## src/rtl/mc_bank_timing_tracker.sv

```systemverilog
`timescale 1ns/1ps
// Per-bank and inter-bank DDR timing/state tracker: snoops issued commands, publishes legality masks
// (combinational from registered state) and flags illegal commands one cycle after issue.
module mc_bank_timing_tracker #(
    parameter int NUM_BANKS = 8,
    parameter int ROW_W     = 16,
    parameter int CNT_W     = 8,
    parameter int RFC_W     = 16,
    localparam int BANK_W   = (NUM_BANKS > 1) ? $clog2(NUM_BANKS) : 1
) (
    input  logic                       clk,
    input  logic                       rst,
    input  logic                       cmd_valid,
    input  logic [2:0]                 cmd_type,
    input  logic [BANK_W-1:0]          bank_sel,
    input  logic [ROW_W-1:0]           row_addr,
    input  logic                       auto_pre,
    input  logic [CNT_W-1:0]           t_rcd,
    input  logic [CNT_W-1:0]           t_rp,
    input  logic [CNT_W-1:0]           t_ras_min,
    input  logic [CNT_W-1:0]           t_rc,
    input  logic [CNT_W-1:0]           t_rtp,
    input  logic [CNT_W-1:0]           t_wr,
    input  logic [CNT_W-1:0]           t_rrd,
    input  logic [CNT_W-1:0]           t_ccd,
    input  logic [CNT_W-1:0]           t_wtr,
    input  logic [CNT_W-1:0]           t_rtw,
    input  logic [CNT_W-1:0]           t_faw,
    input  logic [RFC_W-1:0]           t_rfc,
    output logic [NUM_BANKS-1:0]       act_ok,
    output logic [NUM_BANKS-1:0]       rd_ok,
    output logic [NUM_BANKS-1:0]       wr_ok,
    output logic [NUM_BANKS-1:0]       pre_ok,
    output logic                       ref_ok,
    output logic [NUM_BANKS-1:0]       bank_open,
    output logic [NUM_BANKS*ROW_W-1:0] open_row,
    output logic                       viol,
    output logic [1:0]                 viol_code
);

    localparam logic [2:0] CMD_NOP = 3'd0;
    localparam logic [2:0] CMD_ACT = 3'd1;
    localparam logic [2:0] CMD_RD  = 3'd2;
    localparam logic [2:0] CMD_WR  = 3'd3;
    localparam logic [2:0] CMD_PRE = 3'd4;
    localparam logic [2:0] CMD_REF = 3'd5;

    localparam logic [CNT_W-1:0] C_ONE = CNT_W'(1);
    localparam logic [RFC_W-1:0] R_ONE = RFC_W'(1);
    localparam logic [CNT_W:0]   C_MAX = {1'b0, {CNT_W{1'b1}}};

    // A timer loaded with max(t,1)-1 reaches zero exactly t cycles after the loading command.
    function automatic logic [CNT_W-1:0] c_load(input logic [CNT_W-1:0] t);
        return (t == '0) ? '0 : t - C_ONE;
    endfunction

    function automatic logic [CNT_W-1:0] c_dec(input logic [CNT_W-1:0] c);
        return (c == '0) ? '0 : c - C_ONE;
    endfunction

    function automatic logic [RFC_W-1:0] r_load(input logic [RFC_W-1:0] t);
        return (t == '0) ? '0 : t - R_ONE;
    endfunction

    function automatic logic [RFC_W-1:0] r_dec(input logic [RFC_W-1:0] c);
        return (c == '0) ? '0 : c - R_ONE;
    endfunction

    // Auto-precharge folds the RD->PRE (or WR->PRE) gap and tRP into a single rp load.
    function automatic logic [CNT_W-1:0] ap_load(input logic [CNT_W-1:0] ta, input logic [CNT_W-1:0] tp);
        logic [CNT_W:0] sum;
        sum = {1'b0, (ta == '0) ? C_ONE : ta} + {1'b0, (tp == '0) ? C_ONE : tp} - {1'b0, C_ONE};
        return (sum > C_MAX) ? '1 : sum[CNT_W-1:0];
    endfunction

    logic                 is_act, is_rd, is_wr, is_pre, is_ref;
    logic [NUM_BANKS-1:0] bank_hit;
    logic [NUM_BANKS-1:0] open_q;
    logic [CNT_W-1:0]     rcd_q [NUM_BANKS];
    logic [CNT_W-1:0]     ras_q [NUM_BANKS];
    logic [CNT_W-1:0]     rc_q  [NUM_BANKS];
    logic [CNT_W-1:0]     rp_q  [NUM_BANKS];
    logic [CNT_W-1:0]     rtp_q [NUM_BANKS];
    logic [CNT_W-1:0]     wr_q  [NUM_BANKS];
    logic [ROW_W-1:0]     row_q [NUM_BANKS];
    logic [CNT_W-1:0]     rrd_q, ccd_q, wtr_q, rtw_q;
    logic [RFC_W-1:0]     rfc_q;
    logic [CNT_W-1:0]     faw_q [4];
    logic [3:0]           faw_pick;
    logic                 faw_ok;
    logic                 rfc_idle;
    logic                 sel_open, sel_act_ok, sel_rd_ok, sel_wr_ok, sel_pre_ok;
    logic [1:0]           code_nxt;

    assign is_act   = cmd_valid && (cmd_type == CMD_ACT);
    assign is_rd    = cmd_valid && (cmd_type == CMD_RD);
    assign is_wr    = cmd_valid && (cmd_type == CMD_WR);
    assign is_pre   = cmd_valid && (cmd_type == CMD_PRE);
    assign is_ref   = cmd_valid && (cmd_type == CMD_REF);
    assign rfc_idle = (rfc_q == '0);
    assign bank_open = open_q;

    always_comb begin
        bank_hit = '0;
        for (int b = 0; b < NUM_BANKS; b++)
            bank_hit[b] = (bank_sel == BANK_W'(b));
    end

    // The next ACT claims the lowest free tFAW slot.
    always_comb begin
        faw_pick = '0;
        faw_ok   = 1'b0;
        for (int s = 0; s < 4; s++) begin
            if ((faw_q[s] == '0) && !faw_ok) begin
                faw_pick[s] = 1'b1;
                faw_ok      = 1'b1;
            end
        end
    end

    always_comb begin
        act_ok = '0;
        rd_ok  = '0;
        wr_ok  = '0;
        pre_ok = '0;
        ref_ok = rfc_idle && (open_q == '0);
        for (int b = 0; b < NUM_BANKS; b++) begin
            act_ok[b] = !open_q[b] && (rc_q[b] == '0) && (rp_q[b] == '0) &&
                        (rrd_q == '0) && faw_ok && rfc_idle;
            rd_ok[b]  = open_q[b] && (rcd_q[b] == '0) && (ccd_q == '0) && (wtr_q == '0) && rfc_idle;
            wr_ok[b]  = open_q[b] && (rcd_q[b] == '0) && (ccd_q == '0) && (rtw_q == '0) && rfc_idle;
            pre_ok[b] = rfc_idle && (!open_q[b] ||
                        ((ras_q[b] == '0) && (rtp_q[b] == '0) && (wr_q[b] == '0)));
            if (rp_q[b] != '0)
                ref_ok = 1'b0;
        end
    end

    always_comb begin
        open_row = '0;
        for (int b = 0; b < NUM_BANKS; b++)
            open_row[b*ROW_W +: ROW_W] = row_q[b];
    end

    assign sel_open   = |(open_q & bank_hit);
    assign sel_act_ok = |(act_ok & bank_hit);
    assign sel_rd_ok  = |(rd_ok & bank_hit);
    assign sel_wr_ok  = |(wr_ok & bank_hit);
    assign sel_pre_ok = |(pre_ok & bank_hit);

    always_comb begin
        code_nxt = 2'd0;
        if (cmd_valid) begin
            case (cmd_type)
                CMD_NOP: code_nxt = 2'd0;
                CMD_ACT: code_nxt = sel_open ? 2'd2 : (sel_act_ok ? 2'd0 : 2'd1);
                CMD_RD:  code_nxt = !sel_open ? 2'd2 : (sel_rd_ok ? 2'd0 : 2'd1);
                CMD_WR:  code_nxt = !sel_open ? 2'd2 : (sel_wr_ok ? 2'd0 : 2'd1);
                CMD_PRE: code_nxt = sel_pre_ok ? 2'd0 : 2'd1;
                CMD_REF: code_nxt = (open_q != '0) ? 2'd2 : (ref_ok ? 2'd0 : 2'd1);
                default: code_nxt = 2'd3;
            endcase
        end
    end

    always_ff @(posedge clk) begin
        if (rst) begin
            open_q    <= '0;
            rrd_q     <= '0;
            ccd_q     <= '0;
            wtr_q     <= '0;
            rtw_q     <= '0;
            rfc_q     <= '0;
            viol      <= 1'b0;
            viol_code <= 2'd0;
            for (int s = 0; s < 4; s++)
                faw_q[s] <= '0;
            for (int b = 0; b < NUM_BANKS; b++) begin
                rcd_q[b] <= '0;
                ras_q[b] <= '0;
                rc_q[b]  <= '0;
                rp_q[b]  <= '0;
                rtp_q[b] <= '0;
                wr_q[b]  <= '0;
                row_q[b] <= '0;
            end
        end else begin
            viol      <= (code_nxt != 2'd0);
            viol_code <= code_nxt;
            rrd_q     <= is_act ? c_load(t_rrd) : c_dec(rrd_q);
            ccd_q     <= (is_rd || is_wr) ? c_load(t_ccd) : c_dec(ccd_q);
            wtr_q     <= is_wr ? c_load(t_wtr) : c_dec(wtr_q);
            rtw_q     <= is_rd ? c_load(t_rtw) : c_dec(rtw_q);
            rfc_q     <= is_ref ? r_load(t_rfc) : r_dec(rfc_q);
            for (int s = 0; s < 4; s++)
                faw_q[s] <= (is_act && faw_pick[s]) ? c_load(t_faw) : c_dec(faw_q[s]);
            for (int b = 0; b < NUM_BANKS; b++) begin
                rcd_q[b] <= (is_act && bank_hit[b]) ? c_load(t_rcd)     : c_dec(rcd_q[b]);
                ras_q[b] <= (is_act && bank_hit[b]) ? c_load(t_ras_min) : c_dec(ras_q[b]);
                rc_q[b]  <= (is_act && bank_hit[b]) ? c_load(t_rc)      : c_dec(rc_q[b]);
                rtp_q[b] <= (is_rd && bank_hit[b])  ? c_load(t_rtp)     : c_dec(rtp_q[b]);
                wr_q[b]  <= (is_wr && bank_hit[b])  ? c_load(t_wr)      : c_dec(wr_q[b]);
                // PRE to an already-closed bank is a no-op for tRP.
                if (is_pre && bank_hit[b] && open_q[b])
                    rp_q[b] <= c_load(t_rp);
                else if (is_rd && bank_hit[b] && auto_pre)
                    rp_q[b] <= ap_load(t_rtp, t_rp);
                else if (is_wr && bank_hit[b] && auto_pre)
                    rp_q[b] <= ap_load(t_wr, t_rp);
                else
                    rp_q[b] <= c_dec(rp_q[b]);
                if (is_act && bank_hit[b])
                    open_q[b] <= 1'b1;
                else if (bank_hit[b] && (is_pre || ((is_rd || is_wr) && auto_pre)))
                    open_q[b] <= 1'b0;
                if (is_act && bank_hit[b])
                    row_q[b] <= row_addr;
            end
        end
    end

endmodule

```

## config.mk

```make
export PLATFORM = sky130hd
export DESIGN_NAME = mc_bank_timing_tracker
export DESIGN_NICKNAME = d
export VERILOG_FILES = /design/src/rtl/mc_bank_timing_tracker.sv
export SDC_FILE = /design/constraint.sdc
export NUM_CORES = 2
export LEC_CHECK = 0
export CORE_MARGIN = 2
export CORE_UTILIZATION = 37
export CTS_CLUSTER_DIAMETER = 100
export DETAILED_ROUTE_END_ITERATION = 8
export SYNTH_ARGS = -nofsm -noshare
export SYNTH_HDL_FRONTEND = slang
export SYNTH_SLANG_ARGS = --single-unit
```

## constraint.sdc

```tcl
create_clock -name clk -period 11.9 [get_ports clk]
set_input_delay 1.19 -clock clk [delete_from_list [all_inputs] [get_ports clk]]
set_output_delay 1.19 -clock clk [all_outputs]
set_load 0.01 [all_outputs]
```

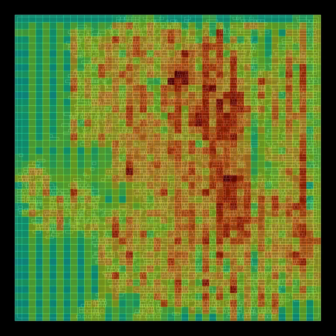
final_congestion.png
M2 GR Usage: 37.0%
met1 Usage GRT: 29.7%
Total GRT Usage: 22.7%
GR Layer Usage met3: 4.60%

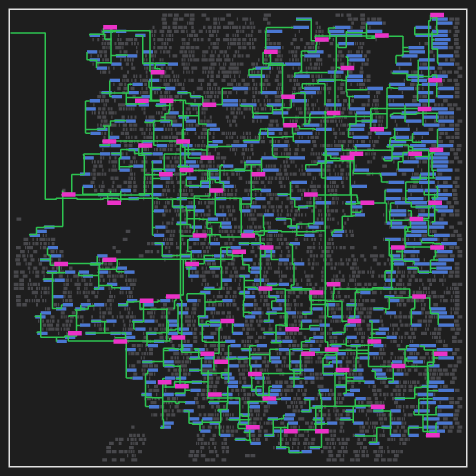
clock_map.png
Drawn at 1.5 px/um.
[cells driving clock nets] magenta | count: 73
[flip-flops] blue | count: 603
[clock wires] green | length: 8,580 um
routed clock nets	74
flops lie	all over the die
clock group share of total power: 22.9%
Worst-Skew Late Latency: 0.63 ns
Clk. pwr: 2210 uW

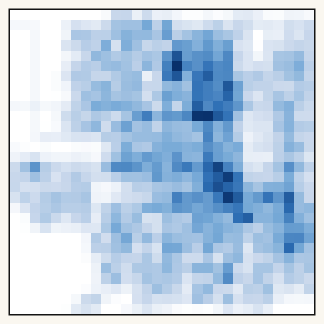
wire_density.png
Drawn at 1 px/um. 30 x 30 tiles, from white (low) to dark blue (high), scaled to the fullest tile. Values are wire area over tile area, all layers added.
nearly empty tiles	14%
densest ninth of the die	center
tiles over half the peak	15%
mean over tiles	0.19
fullest tile	0.66
Routed WL: 108,000 um
drt wl/cell: 19.9 um
vias: 29,700

==> job_summary.md <==
## Synthesis and layout report

| Metric | Value |
|---|---|
| Run status | `finished clean` |
| Total tool warning count | `70` |
| Switch share | `38.4%` |
| Pre-CTS setup slack | `5.51 ns` |
| Hold slack | `0.467 ns` |
| CTS buffer count | `73` |
| Worst-case clock skew | `0.0290 ns` |
| Worst reg2reg startpoint | `wr_q[0][0]$_SDFF_PP0_` |
| WP data required | `12.36 ns` |
| Clkbuf count | `96` |
| Fraction of area in registers | `34.9%` |
| MI comb cells | `2,958` |
| Hold bufs inserted after CTS | `0` |
| WP buf/inv | `3` |
| Fp_density | `37.1%` |
| Biggest register | `row_q` |
| YS chip area | `33,300 um^2` |
| Top layer in use | `met5` |
| Layout cells sized above 1 | `5.00%` |
| TritonCTS clock tree | `done` |
| Pwr dens | `240 nW/um^2` |
| Die width | `304 um` |
| Most common cell in the netlist | `nor2_1` |
Power and IR drop assume default switching activity.
